$ cat config.mk
export PLATFORM = sky130hd
export DESIGN_NAME = text_console
export DESIGN_NICKNAME = d
export VERILOG_FILES = /design/src/rtl/textmode_pkg.sv /design/src/rtl/text_console.sv
export SDC_FILE = /design/constraint.sdc
export NUM_CORES = 1
export LEC_CHECK = 0
export CAP_MARGIN = 10
export CORE_MARGIN = 2
export CORE_UTILIZATION = 57
export CTS_BUF_LIST = sky130_fd_sc_hd__clkbuf_8
export CTS_CLUSTER_DIAMETER = 150
export CTS_CLUSTER_SIZE = 20
export DETAILED_ROUTE_END_ITERATION = 12
export GPL_TIMING_DRIVEN = 0
export MAX_ROUTING_LAYER = met4
export PLACE_DENSITY_LB_ADDON = 0.25
export SLEW_MARGIN = 10
export SYNTH_ARGS = -nofsm -noshare
export SYNTH_HDL_FRONTEND = slang
export SYNTH_SLANG_ARGS = --single-unit
$ cat constraint.sdc
create_clock -name clk_sys -period 4.2 [get_ports clk_sys]
set_input_delay 0.63 -clock clk_sys [delete_from_list [all_inputs] [get_ports clk_sys]]
set_output_delay 0.63 -clock clk_sys [all_outputs]
set_load 0.05 [all_outputs]
$ cat src/rtl/textmode_pkg.sv
// Shared text-mode constants: tram geometry, word layout, control codes and
// the text_console state encoding.
package textmode_pkg;

   localparam int TRAM_HRES  = 84;
   localparam int TRAM_VRES  = 24;
   localparam int TRAM_ADDRW = 11;

   // tram word field positions
   localparam int GLYPH_LSB = 0;
   localparam int FG_LSB    = 8;
   localparam int BG_LSB    = 12;

   // control codes understood by the console
   localparam logic [7:0] CH_BS    = 8'h08;
   localparam logic [7:0] CH_LF    = 8'h0A;
   localparam logic [7:0] CH_FF    = 8'h0C;
   localparam logic [7:0] CH_CR    = 8'h0D;
   localparam logic [7:0] CH_BLANK = 8'h20;

   // console states
   localparam logic [1:0] ST_CLR_ALL  = 2'd0;
   localparam logic [1:0] ST_IDLE     = 2'd1;
   localparam logic [1:0] ST_CLR_LINE = 2'd2;

endpackage

$ cat src/rtl/text_console.sv
// Character-stream front end for text mode: turns a byte stream into tram
// glyph+colour writes, tracking cursor, line wrap, hardware scroll and clears.
module text_console
   import textmode_pkg::*;
#(
   parameter int WORD       = 32,
   parameter int BYTE_CNT   = 4,
   parameter int TRAM_ADDRW = textmode_pkg::TRAM_ADDRW,
   parameter int TRAM_HRES  = textmode_pkg::TRAM_HRES,
   parameter int TRAM_VRES  = textmode_pkg::TRAM_VRES,
   parameter int CIDXW      = 4,
   parameter int FONT_COUNT = 128
) (
   input  logic                  clk_sys,
   input  logic                  rst_sys,
   input  logic [7:0]            in_data,
   input  logic                  in_valid,
   output logic                  in_ready,
   input  logic [CIDXW-1:0]      colr_fg,
   input  logic [CIDXW-1:0]      colr_bg,
   output logic [BYTE_CNT-1:0]   tram_we,
   output logic [TRAM_ADDRW-1:0] tram_addr,
   output logic [WORD-1:0]       tram_din,
   output logic [TRAM_ADDRW-1:0] scroll_offs,
   output logic [6:0]            cursor_col,
   output logic [4:0]            cursor_row,
   output logic                  busy
);

   localparam int SIZE = TRAM_HRES * TRAM_VRES;
   localparam logic [TRAM_ADDRW:0]   SIZE_X    = (TRAM_ADDRW+1)'(SIZE);
   localparam logic [TRAM_ADDRW-1:0] HRES_A    = TRAM_ADDRW'(TRAM_HRES);
   localparam logic [TRAM_ADDRW-1:0] LAST_WORD = TRAM_ADDRW'(SIZE - 1);
   localparam logic [TRAM_ADDRW-1:0] LAST_LCNT = TRAM_ADDRW'(TRAM_HRES - 1);
   localparam logic [6:0]            LAST_COL  = 7'(TRAM_HRES - 1);
   localparam logic [4:0]            LAST_ROW  = 5'(TRAM_VRES - 1);
   localparam logic [7:0]            PRINT_MAX = 8'((FONT_COUNT - 1 < 'h7E) ? FONT_COUNT - 1 : 'h7E);

   // a + b modulo SIZE; both operands are already below SIZE so one subtract suffices
   function automatic logic [TRAM_ADDRW-1:0] wrap_add(input logic [TRAM_ADDRW-1:0] a,
                                                      input logic [TRAM_ADDRW-1:0] b);
      logic [TRAM_ADDRW:0] s;
      s = {1'b0, a} + {1'b0, b};
      if (s >= SIZE_X) s = s - SIZE_X;
      return s[TRAM_ADDRW-1:0];
   endfunction

   function automatic logic [WORD-1:0] mk_word(input logic [7:0] g,
                                               input logic [CIDXW-1:0] f,
                                               input logic [CIDXW-1:0] b);
      logic [WORD-1:0] w;
      w = '0;
      w[GLYPH_LSB +: 8] = g;
      w[FG_LSB +: CIDXW] = f;
      w[BG_LSB +: CIDXW] = b;
      return w;
   endfunction

   logic [1:0]            state;
   logic [6:0]            col;
   logic [4:0]            row;
   logic [TRAM_ADDRW-1:0] line_base;   // (scroll_offs + row*HRES) mod SIZE
   logic [TRAM_ADDRW-1:0] scroll;
   logic [TRAM_ADDRW-1:0] clr_cnt;
   logic                  is_print, is_nl, accept;
   logic [WORD-1:0]       blank;

   assign in_ready    = (state == ST_IDLE);
   assign busy        = (state != ST_IDLE);
   assign scroll_offs = scroll;
   assign cursor_col  = col;
   assign cursor_row  = row;
   assign accept      = in_valid && in_ready;
   assign blank       = mk_word(CH_BLANK, colr_fg, colr_bg);

   // decode the incoming byte: printable range and whether it ends the line
   always_comb begin
      is_print = (in_data >= 8'h20) && (in_data <= PRINT_MAX);
      is_nl    = accept && ((is_print && col == LAST_COL) || in_data == CH_LF);
   end

   // console state machine: clears, cursor/scroll bookkeeping and the registered tram port
   always_ff @(posedge clk_sys) begin
      if (rst_sys) begin
         state     <= ST_CLR_ALL;
         col       <= '0;
         row       <= '0;
         line_base <= '0;
         scroll    <= '0;
         clr_cnt   <= '0;
         tram_we   <= '0;
         tram_addr <= '0;
         tram_din  <= '0;
      end else begin
         tram_we <= '0;
         case (state)
            ST_CLR_ALL: begin
               tram_we   <= '1;
               tram_addr <= clr_cnt;
               tram_din  <= blank;
               if (clr_cnt == LAST_WORD) begin
                  clr_cnt <= '0;
                  state   <= ST_IDLE;
               end else begin
                  clr_cnt <= clr_cnt + 1'b1;
               end
            end
            ST_CLR_LINE: begin
               // line_base already points at the freshly exposed bottom line
               tram_we   <= '1;
               tram_addr <= wrap_add(line_base, clr_cnt);
               tram_din  <= blank;
               if (clr_cnt == LAST_LCNT) begin
                  clr_cnt <= '0;
                  state   <= ST_IDLE;
               end else begin
                  clr_cnt <= clr_cnt + 1'b1;
               end
            end
            ST_IDLE: begin
               if (accept) begin
                  if (is_print) begin
                     tram_we   <= '1;
                     tram_addr <= wrap_add(line_base, TRAM_ADDRW'(col));
                     tram_din  <= mk_word(in_data, colr_fg, colr_bg);
                     col       <= (col == LAST_COL) ? 7'd0 : col + 7'd1;
                  end else if (in_data == CH_CR || in_data == CH_LF) begin
                     col <= '0;
                  end else if (in_data == CH_BS) begin
                     if (col != 7'd0) begin
                        tram_we   <= '1;
                        tram_addr <= wrap_add(line_base, TRAM_ADDRW'(col - 7'd1));
                        tram_din  <= blank;
                        col       <= col - 7'd1;
                     end
                  end else if (in_data == CH_FF) begin
                     col       <= '0;
                     row       <= '0;
                     line_base <= '0;
                     scroll    <= '0;
                     clr_cnt   <= '0;
                     state     <= ST_CLR_ALL;
                  end
                  // newline: step down a row, or scroll once the bottom row is full
                  if (is_nl) begin
                     line_base <= wrap_add(line_base, HRES_A);
                     if (row != LAST_ROW) begin
                        row <= row + 5'd1;
                     end else begin
                        scroll  <= wrap_add(scroll, HRES_A);
                        clr_cnt <= '0;
                        state   <= ST_CLR_LINE;
                     end
                  end
               end
            end
            default: begin
               clr_cnt <= '0;
               state   <= ST_CLR_ALL;
            end
         endcase
      end
   end

endmodule

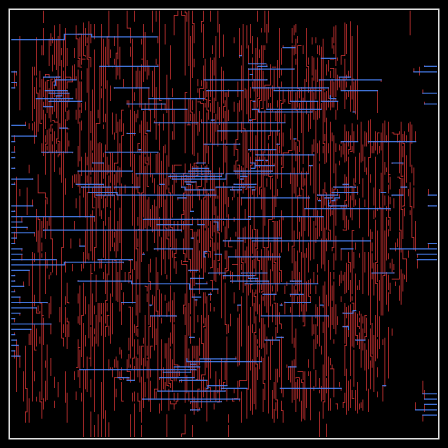
(signal wires by layer)
Only two layers are drawn.
color	layer	wire length
red	metal 2	8880 um
blue	metal 3	1440 um

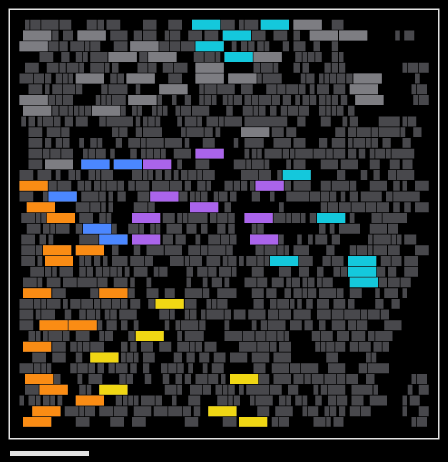
(sequential cells colored by netlist name)
Bar = 20 um. Other sequential cells in the stronger gray, the rest of the logic in the fainter gray.
color	name in the netlist	flops
orange	`tram_din`	16
blue	`cursor_row`	5
yellow	`cursor_col`	7
purple	`line_base`	9
cyan	`tram_addr`	11

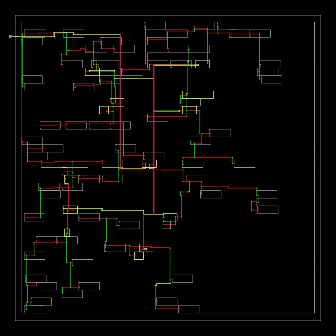
(the clock network)
Worst-Skew Late Latency: 0.37 ns
Max Clock Skew: 0.0138 ns

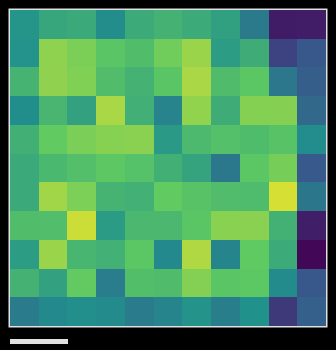
(placement density heat map)
Bar = 20 um. 11 x 11 tiles, from dark purple (low) to yellow (high), 0 to 100% covered.
nearly empty tiles	0.80%
mean over tiles	61%
tiles over 75% full	23%
fullest tile	94%

[metrics by stage]
stage | util [%] | instances | instance area (sq um)
finish | 68.7 | 1063 | 7380
global route | 68.7 | 1063 | 7380
CTS | 68.6 | 1063 | 7370
detailed placement | 66.8 | 1047 | 7180
global placement | 66.8 | 1047 | 7180
floorplan | - | 835 | 6280
[cell families (layout without fill, tap and decap cells)]
kind of cell	count (synthesis)	count (layout)
other	1	17
flip-flops	73	73
XOR/XNOR	40	40
buffers and inverters	79	167
AND-OR/OR-AND	254	254
multiplexers	10	10
AND/OR/NAND/NOR	318	318
adder cells (fa/ha/maj)	44	44
==> flow_summary_export.csv <==
group,metric,value,unit
run_status,status,"finished, final reports clean",
power,power.group.top,"registers",
setup_path,worstPathCellList,"buf_2, nor3_1, nand3_1, nor3_4, ha_1, and3_1, and3_1, a221oi_2, nand2_1, and4_1, o311ai_1, nor3b_1, o41ai_2",
setup_path,critPathKind,"reg2reg",
floorplan,initCoreUtil,57.9,%
placement,hpwl,14300,um
cells_and_area,regArea,1460,sq um
setup_path,arrival,4.07,ns
setup_path,worst-path-max-fanout,10,
timing,worst_pin_slew,0.823,ns
logic_synthesis,yosys-top-cells-count,"nand2_1 (79), a21oi_1 (76), nor2_1 (74)",
routing,drtIter0Drc,587,
cts,clk_path_buf_depth,2,
grt,grt_max_degree,14,
logic_synthesis,ys_types,84,
cells_and_area,layout_top_cells,"nand2_1 (79), a21oi_1 (76), nor2_1 (74)",
cts,root_buffer,"clkbuf_8",
run,maxCapViolCount,0,
timing,setup_violations,0,
cells_and_area,logic_gates,683,
routing,top_layer,"met4",
timing,fin_crit,3.80,ns
setup_path,worstPathRequired,4.48,ns
setup_path,cpPeakStageDelay,0.37,ns
power,swShare,29.3,%
timing,timing.fmax,263,MHz
setup_path,critPathBufInv,1,
setup_path,r2r_slack,0.40,ns
floorplan,dieWidth,108,um
timing,rsz0062_at_grt,"no",
power,pg_comb,0.000186,W
worst_hold_path,hp-start,"tram_din[1]$_SDFFE_PP0P_",
setup_path,crit_cells,13,
cts,cts_tree,"built",
power,p_leak,2.98,nW
setup_path,critical-path-top-delay-family,"simple AND/OR/NAND/NOR gates",
cells_and_area,seq_share,19.8,%
power,p_total,0.00147,W
run,tool_warnings,38,
power,p_clk_share,39.1,%
floorplan,taps,140,
cells_and_area,buf_share,13.7,%
routing,vias,6730,
logic_synthesis,synth-xor-area-share,5.63,%
timing,fin_ws,0.405,ns
setup_path,r2r_start,"cursor_col[3]$_SDFFE_PP0P_",
Power figures rest on the tool's default switching activity, not on a simulated workload.
